### config.mk
export PLATFORM = sky130hd
export DESIGN_NAME = spike_event_uart_tx_flat
export DESIGN_NICKNAME = d
export VERILOG_FILES = /design/src/rtl/spike_event_uart_tx_pkg.sv /design/src/rtl/spike_event_uart_tx_if.sv /design/src/rtl/spike_event_uart_tx_sync_fifo.sv /design/src/rtl/spike_event_uart_tx.sv /design/src/flat_wrapper.sv
export SDC_FILE = /design/constraint.sdc
export NUM_CORES = 1
export LEC_CHECK = 0
export CAP_MARGIN = 0
export CORE_ASPECT_RATIO = 0.7
export CORE_MARGIN = 1
export CORE_UTILIZATION = 35
export CTS_CLUSTER_SIZE = 8
export DETAILED_ROUTE_END_ITERATION = 16
export PLACE_DENSITY = 0.48
export SYNTH_ARGS = -nofsm -noshare
export SYNTH_HDL_FRONTEND = slang
export SYNTH_SLANG_ARGS = --single-unit
### constraint.sdc
create_clock -name clk -period 11.33 [get_ports clk]
set_input_delay 3.399 -clock clk [delete_from_list [all_inputs] [get_ports clk]]
set_output_delay 3.399 -clock clk [all_outputs]
set_load 0.1 [all_outputs]
### src/rtl/spike_event_uart_tx_pkg.sv
// spike_event_uart_tx_pkg: shared constants, FSM state type and frame sizing helper
// Contents: SYNC_BYTE_DEF (frame header), tx_state_t (IDLE/LOAD/HDR/DATA),
//           bytes_per_event() = ceil(event_width/8)
package spike_tx_pkg;
   localparam logic [7:0] SYNC_BYTE_DEF = 8'hA5;
   typedef enum logic [1:0] {IDLE, LOAD, HDR, DATA} tx_state_t;
   function automatic int bytes_per_event(input int event_width);
      return (event_width + 7) / 8;
   endfunction
endpackage

### src/rtl/spike_event_uart_tx_if.sv
// spike_event_uart_tx_if: valid/ready byte stream towards the UART transmitter
// Signals: byte_valid (master->slave), byte_data[7:0] (master->slave), byte_ready (slave->master)
interface spike_event_uart_tx_if;
   logic       byte_valid;
   logic [7:0] byte_data;
   logic       byte_ready;
   modport master (output byte_valid, byte_data, input byte_ready);
   modport slave  (input byte_valid, byte_data, output byte_ready);
endinterface

### src/rtl/spike_event_uart_tx_sync_fifo.sv
// sync_fifo: synchronous FIFO with registered read data and occupancy output
// Ports: clk, reset (sync, active-high), i_push/i_data write side (ignored when full),
//        i_pop (ignored when empty) -> o_data valid the cycle after the pop,
//        o_empty, o_full, o_level (0..DEPTH)
module sync_fifo #(
   parameter int WIDTH = 8,
   parameter int DEPTH = 16
) (
   input  logic                   clk,
   input  logic                   reset,
   input  logic                   i_push,
   input  logic [WIDTH-1:0]       i_data,
   input  logic                   i_pop,
   output logic [WIDTH-1:0]       o_data,
   output logic                   o_empty,
   output logic                   o_full,
   output logic [$clog2(DEPTH):0] o_level
);
   localparam int AW = $clog2(DEPTH);
   logic [WIDTH-1:0] r_mem [DEPTH];
   logic [AW:0]      r_wp, r_rp;
   logic             w_push, w_pop;
   // Pointers carry one extra MSB so full and empty differ only in that bit.
   assign o_empty = r_wp == r_rp;
   assign o_full  = (r_wp[AW] != r_rp[AW]) && (r_wp[AW-1:0] == r_rp[AW-1:0]);
   assign o_level = r_wp - r_rp;
   assign w_push  = i_push && !o_full;
   assign w_pop   = i_pop && !o_empty;
   always_ff @(posedge clk)
      if (w_push) r_mem[r_wp[AW-1:0]] <= i_data;
   always_ff @(posedge clk) begin
      if (reset) begin
         r_wp   <= '0;
         r_rp   <= '0;
         o_data <= '0;
      end else begin
         if (w_push) r_wp <= r_wp + (AW+1)'(1);
         if (w_pop) begin
            o_data <= r_mem[r_rp[AW-1:0]];
            r_rp   <= r_rp + (AW+1)'(1);
         end
      end
   end
endmodule

### src/rtl/spike_event_uart_tx.sv
// spike_event_uart_tx: buffers spike events and serializes them as [SYNC, event bytes MSB-first]
// Ports: clk, reset (sync, active-high), spike_in/event_in event capture strobe,
//        bus (master byte stream), fifo_empty/fifo_full/fifo_level occupancy,
//        overflow_count saturating dropped-event count, clear_overflow sync clear
module spike_event_uart_tx
   import spike_tx_pkg::*;
#(
   parameter int         NEURON_NUMBER = 256,
   parameter int         TS_WIDTH      = 16,
   parameter int         FIFO_DEPTH    = 16,
   parameter int         OVF_WIDTH     = 16,
   parameter logic [7:0] SYNC_BYTE     = SYNC_BYTE_DEF,
   localparam int        EVENT_WIDTH   = TS_WIDTH + $clog2(NEURON_NUMBER)
) (
   input  logic                        clk,
   input  logic                        reset,
   input  logic                        spike_in,
   input  logic [EVENT_WIDTH-1:0]      event_in,
   spike_event_uart_tx_if.master       bus,
   output logic                        fifo_empty,
   output logic                        fifo_full,
   output logic [$clog2(FIFO_DEPTH):0] fifo_level,
   output logic [OVF_WIDTH-1:0]        overflow_count,
   input  logic                        clear_overflow
);
   localparam int BPE = bytes_per_event(EVENT_WIDTH);
   localparam int SW  = BPE * 8;
   localparam int IW  = $clog2(BPE) + 1;
   tx_state_t              r_state, w_next;
   logic [SW-1:0]          r_shift;
   logic [IW-1:0]          r_idx;
   logic [OVF_WIDTH-1:0]   r_ovf;
   logic [EVENT_WIDTH-1:0] w_rdata;
   logic                   w_pop, w_last, w_drop;
   sync_fifo #(.WIDTH(EVENT_WIDTH), .DEPTH(FIFO_DEPTH)) u_fifo (
      .clk     (clk),
      .reset   (reset),
      .i_push  (spike_in),
      .i_data  (event_in),
      .i_pop   (w_pop),
      .o_data  (w_rdata),
      .o_empty (fifo_empty),
      .o_full  (fifo_full),
      .o_level (fifo_level)
   );
   assign w_drop         = spike_in && fifo_full;
   assign w_last         = r_idx == IW'(BPE - 1);
   assign overflow_count = r_ovf;
   always_comb begin
      w_next         = r_state;
      w_pop          = 1'b0;
      bus.byte_valid = r_state == HDR || r_state == DATA;
      bus.byte_data  = r_state == HDR ? SYNC_BYTE : r_state == DATA ? r_shift[SW-1 -: 8] : 8'h00;
      case (r_state)
         IDLE: if (!fifo_empty) begin
            w_pop  = 1'b1;
            w_next = LOAD;
         end
         LOAD: w_next = HDR;
         HDR:  if (bus.byte_ready) w_next = DATA;
         DATA: if (bus.byte_ready && w_last) w_next = IDLE;
         default: w_next = IDLE;
      endcase
   end
   always_ff @(posedge clk)
      r_state <= reset ? IDLE : w_next;
   always_ff @(posedge clk) begin
      if (reset) begin
         r_shift <= '0;
         r_idx   <= '0;
         r_ovf   <= '0;
      end else begin
         if (r_state == LOAD) begin
            r_shift <= SW'(w_rdata);
            r_idx   <= '0;
         end else if (r_state == DATA && bus.byte_ready) begin
            r_shift <= r_shift << 8;
            r_idx   <= r_idx + IW'(1);
         end
         // A drop in the clearing cycle is counted after the clear.
         r_ovf <= clear_overflow ? OVF_WIDTH'(w_drop) :
                  (w_drop && !(&r_ovf)) ? r_ovf + OVF_WIDTH'(1) : r_ovf;
      end
   end
endmodule

### src/flat_wrapper.sv
// flat-port wrapper written by rule: the top's interface ports become plain ports
module spike_event_uart_tx_flat import spike_tx_pkg::*;
#(
   parameter int         NEURON_NUMBER = 256,
   parameter int         TS_WIDTH      = 16,
   parameter int         FIFO_DEPTH    = 16,
   parameter int         OVF_WIDTH     = 16,
   parameter logic [7:0] SYNC_BYTE     = SYNC_BYTE_DEF,
   localparam int        EVENT_WIDTH   = TS_WIDTH + $clog2(NEURON_NUMBER)
)
  (clk, reset, spike_in, event_in, fifo_empty, fifo_full, fifo_level, overflow_count, clear_overflow, bus_byte_valid, bus_byte_data, bus_byte_ready);
  spike_event_uart_tx_if bus_i ();
  input  logic clk;
  input  logic reset;
  input  logic spike_in;
  input  logic [EVENT_WIDTH-1:0] event_in;
  output logic fifo_empty;
  output logic fifo_full;
  output logic [$clog2(FIFO_DEPTH):0] fifo_level;
  output logic [OVF_WIDTH-1:0] overflow_count;
  input  logic clear_overflow;
  output wire logic [$bits(bus_i.byte_valid)-1:0] bus_byte_valid;
  output wire logic [$bits(bus_i.byte_data)-1:0] bus_byte_data;
  input wire logic [$bits(bus_i.byte_ready)-1:0] bus_byte_ready;
  assign bus_byte_valid = bus_i.byte_valid;
  assign bus_byte_data = bus_i.byte_data;
  assign bus_i.byte_ready = bus_byte_ready;
  spike_event_uart_tx #(.NEURON_NUMBER(NEURON_NUMBER), .TS_WIDTH(TS_WIDTH), .FIFO_DEPTH(FIFO_DEPTH), .OVF_WIDTH(OVF_WIDTH), .SYNC_BYTE(SYNC_BYTE)) u_core (.clk(clk), .reset(reset), .spike_in(spike_in), .event_in(event_in), .bus(bus_i), .fifo_empty(fifo_empty), .fifo_full(fifo_full), .fifo_level(fifo_level), .overflow_count(overflow_count), .clear_overflow(clear_overflow));
endmodule
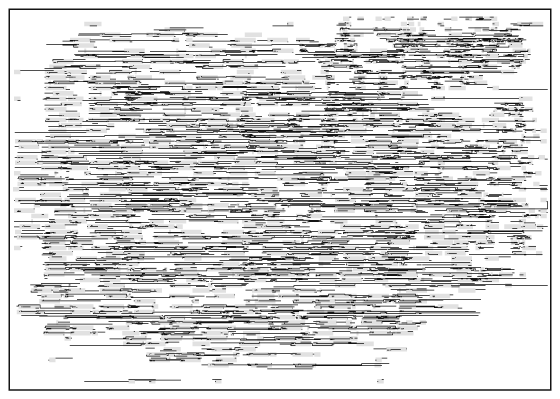
**Above:** run 1 (the metal 1 layer).
Cells faint in the background.
The longest straight run is 91.1 µm. The wires run mostly horizontal. 1212 nets have wire on it. The layer holds 50% of the routed length. The layer carries 23.3 mm of wire.
GR Util met1: 0.273
via count: 10.3k
wirelength, routed: 46.5 mm

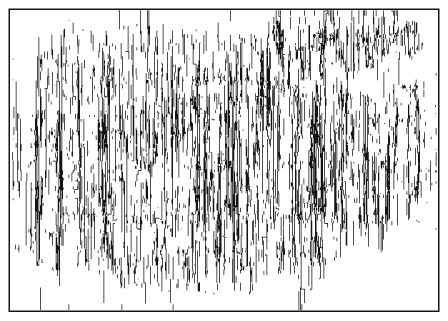
**Above:** run 1 (metal 2).
The layer holds 42% of the routed length. The wires run mostly vertical. The longest straight run is 112 µm.
grt met2 use: 0.248

==> impl_metrics.csv, run 1 <==
group,metric,value,unit
global_routing,grt_max_degree,67,
sta,grt_setup_unrepaired,"no",
setup_path,crit_chain,"inv_1 -> ha_1 -> nand4_1 -> nor2_1 -> clkdlybuf4s50_1",
yosys,syn_area,18300,µm²
global_routing,grt_usage,0.177,
yosys,top_area_frac,0.629,
sta,worst_pin_slew,1.15,ns
sta,fin_crit,7.06,ns
clock_network,cts-root-buf,"clkbuf_16",
routing,drt_iter0_drc,805,
worst_hold_path,hold_end,"u_core.r_shift[0]",
power,p_total,4670,µW
sta,relSlewSlack,0.227,
sta,setup_viol,0,
floorplan,die_w,276,µm
run_status,status,"finished, final reports clean",
clock_network,clock_path_buffers,3,
yosys,async_reset_ff_frac,0,
yosys,synth_seq_share,0.715,
sta,maxSlewViolCount,0,
clock_network,cts_tree,"done",
worst_hold_path,min_path_type,"register to register",
worst_hold_path,worstHoldStart,"u_core.u_fifo.o_data[0]",
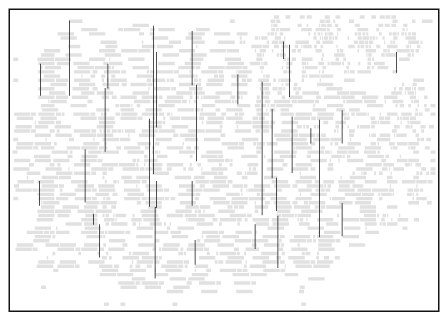
**Above:** run 1 (signal wires on met4).
Cells faint in the background.
The longest straight run is 95.2 µm. 15 nets have wire on it.

run 1: sequential cells by signal (all words and copies together) (netlist names):
| register | count |
|---|---|
| u_core.u_fifo.o_data | 24 |
| u_core.overflow_count | 16 |
| u_core.u_fifo.r_rp | 5 |
| u_core.r_idx | 3 |
| u_core.u_fifo.r_wp | 5 |
| u_core.u_fifo.r_mem | 384 |
| u_core.r_shift | 24 |
| u_core.r_state | 2 |
run 1: worst max-delay path by stage:
stage	from	end	cells past startpoint
5_1_grt	u_core.u_fifo.r_rp[1]	fifo_full	5
4_1_cts	u_core.u_fifo.r_rp[1]	fifo_full	5
3_5_place_dp	spike_in	u_core.u_fifo.r_mem[1][10]	6
6_report	u_core.u_fifo.r_rp[1]	fifo_full	5
3_3_place_gp	spike_in	u_core.u_fifo.r_mem[1][11]	6
2_1_floorplan	u_core.u_fifo.r_rp[1]	fifo_level[3]	8
run 1: metal layers:
| metal | vias up | share of wire |
|---|---|---|
| li1 | 4758 | - |
| met1 | 5228 | 0.50 |
| met2 | 276 | 0.42 |
| met3 | 71 | 0.056 |
| met4 | 0 | 0.022 |
| met5 | - | 0 |
run 1: cell type report:
class | count | area [µm²]
Clock buffer | 117 | 1910
Clock inverter | 4 | 61.3
Fill cell | 4563 | 29400
Inverter | 15 | 56.3
Multi-Input combinational cell | 612 | 5020
Sequential cell | 463 | 13100
Tap cell | 674 | 843
Timing Repair Buffer | 79 | 738
run 1: stage by stage:
stage,setup WS [ns],hold slack [ns],cells,cell area [µm²]
6_report,4.27,0.467,1964,21700
5_1_grt,3.97,0.510,1964,21700
4_1_cts,4.18,0.470,1964,21700
3_5_place_dp,4.51,0.465,1843,19800
3_3_place_gp,4.65,0.457,1843,19800
2_1_floorplan,4.64,0.432,1158,18300
run 1: power by group through the flow:
| stage | logic [µW] | clock network [µW] | registers (µW) |
|---|---|---|---|
| final | 779 | 1860 | 2030 |
| after global placement | 782 | 0 | 2060 |
| after global routing | 842 | 1980 | 2030 |
| after floorplan | 562 | 0 | 1980 |
| after CTS | 789 | 1910 | 2030 |
| after detailed placement | 787 | 0 | 2060 |
run 1: placed cells by master (no fill, tap or decap), types with 3 or more instances in the layout:
master and n:
mux2_2 16, a21o_1 8, dfxtp_1 77, or3_1 3
ha_1 16, inv_1 15, mux4_2 24, nor2b_1 3
nand3b_1 10, clkdlybuf4s50_1 59, a21oi_1 29, nand4_1 10
clkbuf_16 69, nand3_1 14, and3_1 3, a221oi_1 24
clkbuf_1 48, edfxtp_1 384, and2_1 6, nand2b_1 3
buf_4 19, mux2i_1 162, nor2_1 55, xor2_1 4
and4_1 5, nand2_1 22, o21ai_0 27, xnor2_1 8
nor2_4 12, o22ai_1 48, nor3_2 4, a211oi_1 26
or4_1 7, o31ai_1 6, nor3_1 28
run 1: tightest hold or removal path, cell delays in order (launching register included):
cell     delay [ns]
dfxtp_1        0.32
nand2_1        0.06
a21oi_1        0.05
run 1: cell families after synthesis:
group	Yosys count	synth area share
adders and majority gates	17	0.0120
AOI/OAI and AO/OA	184	0.0666
buffers and inverters	83	0.0181
DFF	463	0.715
and+or+nand+nor	196	0.0539
xor gates and xnor gates	13	0.00662
muxes	202	0.128
**Run 1: cell density map**

Bar = 100 µm. 28 x 19 tiles, from dark blue (low) to red (high), 0 to 100% covered.
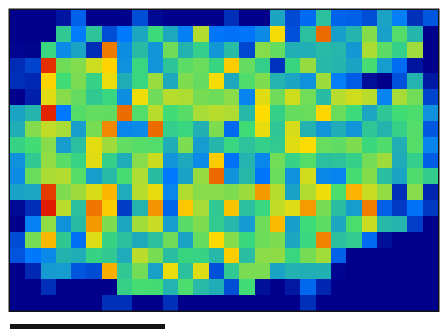

==> run 2, diff against run 1 <==
--- a/config.mk
+++ b/config.mk
@@ -11,7 +11,7 @@
 export CORE_UTILIZATION = 35
 export CTS_CLUSTER_SIZE = 8
 export DETAILED_ROUTE_END_ITERATION = 16
-export PLACE_DENSITY = 0.48
+export PLACE_DENSITY = 0.5
 export SYNTH_ARGS = -nofsm -noshare
 export SYNTH_HDL_FRONTEND = slang
 export SYNTH_SLANG_ARGS = --single-unit
==> constraint.sdc (replaced) <==
create_clock -name clk -period 6.1 [get_ports clk]
set_input_delay 1.83 -clock clk [delete_from_list [all_inputs] [get_ports clk]]
set_output_delay 1.83 -clock clk [all_outputs]
set_load 0.1 [all_outputs]
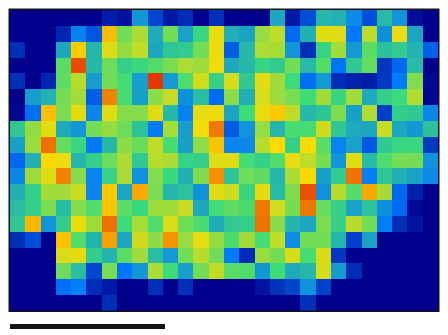
**Above:** run 2 (cell density map).
Bar = 100 µm. 28 x 19 tiles, from dark blue (low) to red (high), 0 to 100% covered.
The mean over all tiles is 39%. The fullest tile reaches 94%. 18% of the tiles are nearly empty. 5.1% of the tiles are over 75% full.
floorplan utilization: 0.358
core area: 51200 µm²
Layout Utilization: 0.424

==> impl_metrics.csv, run 2 <==
group,metric,value,unit
routing,finalWirelength,44.1,mm
yosys,synth_xor_xnor_area_share,0.00662,
routing,drc,0,
finish,final_common_cell,"edfxtp_1",
finish,finish.instance_area,21700,µm²
global_routing,use_met2,0.239,
sta,relSlewSlack,0.194,
setup_path,cp.arrival,3.18,ns
finish,fillCellCount,4585,
yosys,ys_sh_mux,0.128,
yosys,syn_area,18300,µm²
sta,grt_setup_unrepaired,"no",
clock_network,clock_path_buffers,3,
yosys,synthAoiAreaFrac,0.0666,
finish,largest_register_ff_count,384,
yosys,synth_seq_share,0.715,
run_status,status,"finished, final reports clean",
sta,setup_viol,0,
yosys,synthTopLogicFamily,"multiplexers",
routing,drt_iter0_drc,705,
sta,worst_pin_slew,1.20,ns
yosys,top_area_frac,0.629,
place,placedInstanceArea,19800,µm²
finish,lay_top_cells,"edfxtp_1, mux2i_1, dfxtp_1",
routing,vias,10200,
worst_hold_path,min_path_type,"register to register",
clock_network,cts-root-buf,"clkbuf_16",
global_routing,grt_usage,0.167,
global_routing,grt_max_degree,65,
yosys,async_reset_ff_frac,0,
yosys,synth.cellmix.simpleShare,0.0539,
global_routing,met1_usage,0.257,
sta,maxSlewViolCount,0,
clock_network,cts_tree,"done",
yosys,adder_share,0.0120,
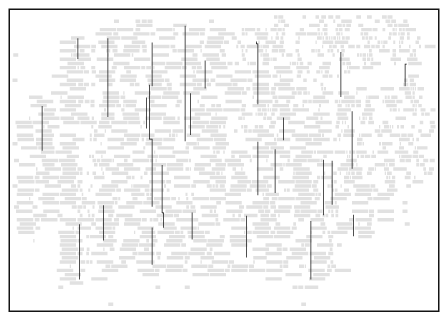
**Above:** run 2 (signal wires on met4).
Cells faint in the background.
11 nets have wire on it. The layer carries 816 µm of wire.

## run 2: cell count changes in the layout (fill, tap and decap cells not counted), sizes merged
cell,change
clkbuf,-2
buf,+3
clkdlybuf4s50,-4
## run 2: worst paths after layout
check,from,to,slack [ns],cells past startpoint
hold / removal,u_core.u_fifo.o_data[0],u_core.r_shift[0],0.45,2
setup reg to reg,u_core.u_fifo.r_rp[2],u_core.u_fifo.r_mem[9][4],2.60,6
setup / recovery,u_core.u_fifo.r_rp[0],fifo_level[2],1.09,5
hold reg to reg,u_core.u_fifo.o_data[0],u_core.r_shift[0],0.45,2
## run 2: cell type report
cell class / count / area share
flip-flops and latches: 463 / 0.604
multi-input cells: 612 / 0.231
clock buffers: 115 / 0.0874
well taps: 674 / 0.0388
repair buffers: 78 / 0.0332
clock inverters: 4 / 0.00282
inverters: 15 / 0.00259
## run 2: cells by family after synthesis
| logic type | after synthesis |
|---|---|
| fa+ha+maj | 17 |
| mux | 202 |
| xor+xnor | 13 |
| buf+inv | 83 |
| simple gates | 196 |
| compound gates | 184 |
| flops | 463 |
## run 2: stage by stage
stage	setup WS, ns	std cells
6_report	1.09	1961
5_1_grt	0.955	1961
4_1_cts	1.03	1961
3_5_place_dp	1.52	1842
3_3_place_gp	1.58	1842
2_1_floorplan	0.981	1158
## run 2: power by group
part	internal [µW]	total, µW	switching, µW	leakage (µW)
clock	2110	3440	1330	0.000933
combinational	503	1430	927	0.00166
sequential	3580	3770	192	0.00411
## run 2: worst max-delay path, cell delays in order, from the launching register on
cell and delay [ns]:
dfxtp_1 0.59, ha_1 0.23, inv_1 0.06, fa_1 0.41, xor2_1 0.17, clkdlybuf4s50_1 1.15
## run 2: routing by layer
metal,vias to the layer above,wire [µm]
met3,66,2050
met2,224,19400
met5,-,0
met4,0,815
li1,4740,-
met1,5191,21800
No activity file was given, so power comes from the tool's default toggle rates.
